File: src/rtl/prog_interval_timer.sv
// Programmable interval timer: runtime period and prescaler, one-shot or periodic
// operation, pause via enable, explicit start/stop, count readback and expiry tally.
module prog_interval_timer #(
  parameter int CNT_W   = 16,
  parameter int PRESC_W = 8,
  parameter int EXP_W   = 8
) (
  input  logic               clk,
  input  logic               reset,
  input  logic               enable,
  input  logic               start,
  input  logic               stop,
  input  logic               periodic,
  input  logic [CNT_W-1:0]   period,
  input  logic [PRESC_W-1:0] prescale,
  output logic               time_out,
  output logic               busy,
  output logic [CNT_W-1:0]   count,
  output logic [EXP_W-1:0]   expiry_cnt
);

  typedef enum logic {IDLE = 1'b0, RUN = 1'b1} state_t;

  localparam logic [CNT_W-1:0]   CNT_ONE   = CNT_W'(1);
  localparam logic [PRESC_W-1:0] PRESC_ONE = PRESC_W'(1);
  localparam logic [EXP_W-1:0]   EXP_ONE   = EXP_W'(1);

  state_t             state, state_nxt;
  logic [CNT_W-1:0]   per_q;
  logic [PRESC_W-1:0] presc_lim_q;
  logic               mode_q;
  logic [CNT_W-1:0]   count_q;
  logic [PRESC_W-1:0] presc_q;
  logic [EXP_W-1:0]   exp_q;
  logic               to_q;

  logic start_ok;
  logic running;
  logic tick;
  logic expire;

  // A start with a zero period is treated as if it never happened.
  assign start_ok = start && !stop && (period != '0);
  assign running  = (state == RUN) && enable;
  assign tick     = running && (presc_q == presc_lim_q);
  assign expire   = tick && (count_q == (per_q - CNT_ONE));

  always_ff @(posedge clk) begin
    if (reset) begin
      state <= IDLE;
    end else begin
      state <= state_nxt;
    end
  end

  // stop beats start, and a (re)start beats a coincident expiry.
  always_comb begin
    state_nxt = state;
    if (stop) begin
      state_nxt = IDLE;
    end else if (start_ok) begin
      state_nxt = RUN;
    end else if (expire && !mode_q) begin
      state_nxt = IDLE;
    end
  end

  always_comb begin
    busy       = (state == RUN);
    time_out   = to_q;
    count      = count_q;
    expiry_cnt = exp_q;
  end

  always_ff @(posedge clk) begin
    if (reset) begin
      per_q       <= '0;
      presc_lim_q <= '0;
      mode_q      <= 1'b0;
      count_q     <= '0;
      presc_q     <= '0;
      exp_q       <= '0;
      to_q        <= 1'b0;
    end else begin
      to_q <= 1'b0;
      if (stop) begin
        count_q <= '0;
        presc_q <= '0;
      end else if (start_ok) begin
        per_q       <= period;
        presc_lim_q <= prescale;
        mode_q      <= periodic;
        count_q     <= '0;
        presc_q     <= '0;
      end else if (running) begin
        if (tick) begin
          presc_q <= '0;
          if (expire) begin
            count_q <= '0;
            to_q    <= 1'b1;
            exp_q   <= exp_q + EXP_ONE;
          end else begin
            count_q <= count_q + CNT_ONE;
          end
        end else begin
          presc_q <= presc_q + PRESC_ONE;
        end
      end
    end
  end

endmodule

File: config.mk
export PLATFORM = sky130hd
export DESIGN_NAME = prog_interval_timer
export DESIGN_NICKNAME = d
export VERILOG_FILES = /design/src/rtl/prog_interval_timer.sv
export SDC_FILE = /design/constraint.sdc
export NUM_CORES = 1
export LEC_CHECK = 0
export CAP_MARGIN = 30
export CORE_MARGIN = 2
export CORE_UTILIZATION = 57
export CTS_CLUSTER_DIAMETER = 100
export DETAILED_ROUTE_END_ITERATION = 12
export PLACE_DENSITY_LB_ADDON = 0.1
export SKIP_LAST_GASP = 1
export SYNTH_ARGS = -nofsm -noshare
export SYNTH_HDL_FRONTEND = slang
export SYNTH_SLANG_ARGS = --single-unit
File: constraint.sdc
create_clock -name clk -period 6.4 [get_ports clk]
set_input_delay 0.64 -clock clk [delete_from_list [all_inputs] [get_ports clk]]
set_output_delay 0.64 -clock clk [all_outputs]
set_load 0.03 [all_outputs]
### The metal 3 layer

(3 px per µm)
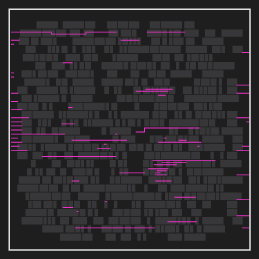
share of all routed wire = 4.8%
wire length on this layer = 377 µm

### Sizing map

(4 px per µm)
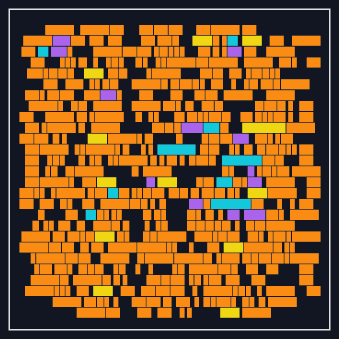
yellow -> _6 and larger  # cells 12, share 2.6%
purple -> _2 cells  # cells 12, share 2.6%
orange -> _0 and _1 cells  # cells 430, share 93%
cyan -> _3 and _4 cells  # cells 9, share 1.9%

### Placement view

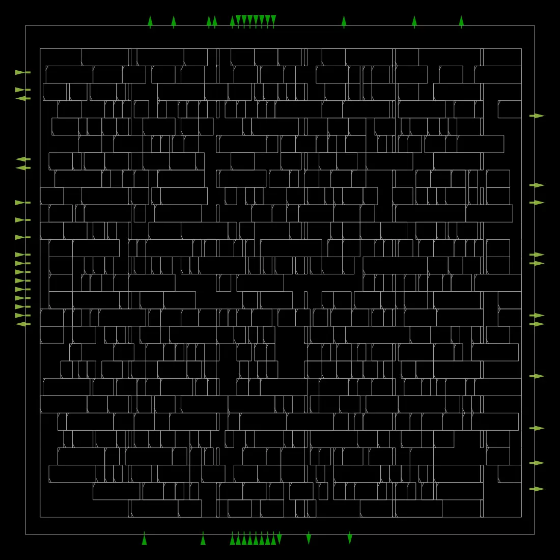
number of fill cells in the layout: 443
num sequential: 59
core utilization of the finished layout: 73.1%
sequential share of cell area: 29.2%
count of standard-cell rows: 27

### Cell classes on the final placement

(6 px per µm)
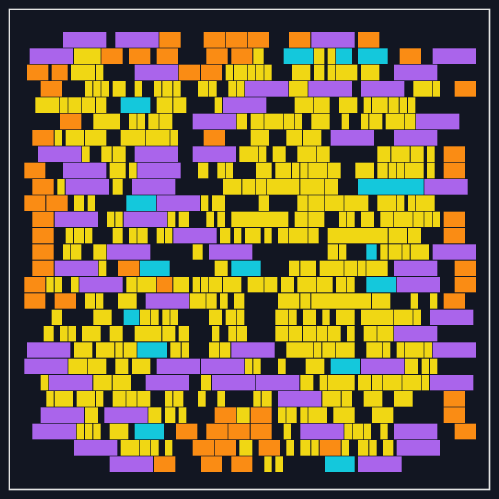
cyan -> clock drivers and dummy loads  # cells 15, share of their area 5.1%
orange -> remaining buffers and delay cells  # cells 57, share of their area 14%
yellow -> combinational and other logic  # cells 332, share of their area 51%
purple -> sequential cells  # cells 59, share of their area 30%

==> flow_metrics.tcl <==
# flow metrics
set metrics [dict create \
    tritoncts_num_sinks 59 \
    postPlaceCellArea_um2 3850 \
    vias_per_cell 5.73 \
    reg2reg_launch_point "per_q[0]$_SDFFE_PP0P_" \
    xor_share_pct 12.6 \
    yosysCellCount 410 \
    cts.hold.buffers_added 0 \
    sw_frac_of_total_pct 26.6 \
    status "complete, no violations" \
    finish.instance_area_um2 4050 \
    chip_area_um2 6360 \
    postSynthCellCount 410 \
    synth.cellmix.adderShare_pct 1.53 \
    maxClockFrequency_ghz 0.316 \
    netlist.top_cell.by_instances "sky130_fd_sc_hd__nand2_1" \
    cts_buffer_depth 2 \
    synthDistinctLibCells 49 \
    irDropWorstVdd_uv 142 \
    drive_above_1_share_pct 7.13 \
    lay_top_cells "74 x sky130_fd_sc_hd__nand2_1, 59 x sky130_fd_sc_hd__dfxtp_1, 55 x sky130_fd_sc_hd__clkdlybuf4s50_1" \
    synth-async-reset-ratio_pct 0 \
    gr-usage-met2_pct 44.0 \
    regToRegEndpoint "count[10]$_SDFFE_PP0P_" \
    netlist.area_leader.share_pct 36.1 \
    synth.area.top_cells "sky130_fd_sc_hd__dfxtp_1 36%, sky130_fd_sc_hd__nand2_1 8.5%, sky130_fd_sc_hd__xnor2_1 6.7%, sky130_fd_sc_hd__xor2_1 5.9%, sky130_fd_sc_hd__a21oi_1 5.2%" \
    seq_cell_power_mw 0.385 \
    mappedNetlistArea_um2 3270 \
    min_to "presc_lim_q[3]$_SDFFE_PP0P_" \
    netlist.top_cell.by_area "sky130_fd_sc_hd__dfxtp_1" \
    clkPwrFrac_pct 41.1 \
    n_all_buffers 57 \
    dp.final_hpwl_mm 5.77 \
    worstHoldPathType "flip-flop to flip-flop" \
    hold_start "presc_lim_q[3]$_SDFFE_PP0P_" \
    first_global_vias 2910 \
    cts.reportedPaths.clkPinSlew_ns 0.06 \
    met1Wirelength_mm 3.44 \
    yosysWarnings 0 \
    finalSetupTns_ns 0 \
    share_of_the_clock_period_used_by_the_worst_path_after_layout_pct 49.5 \
]
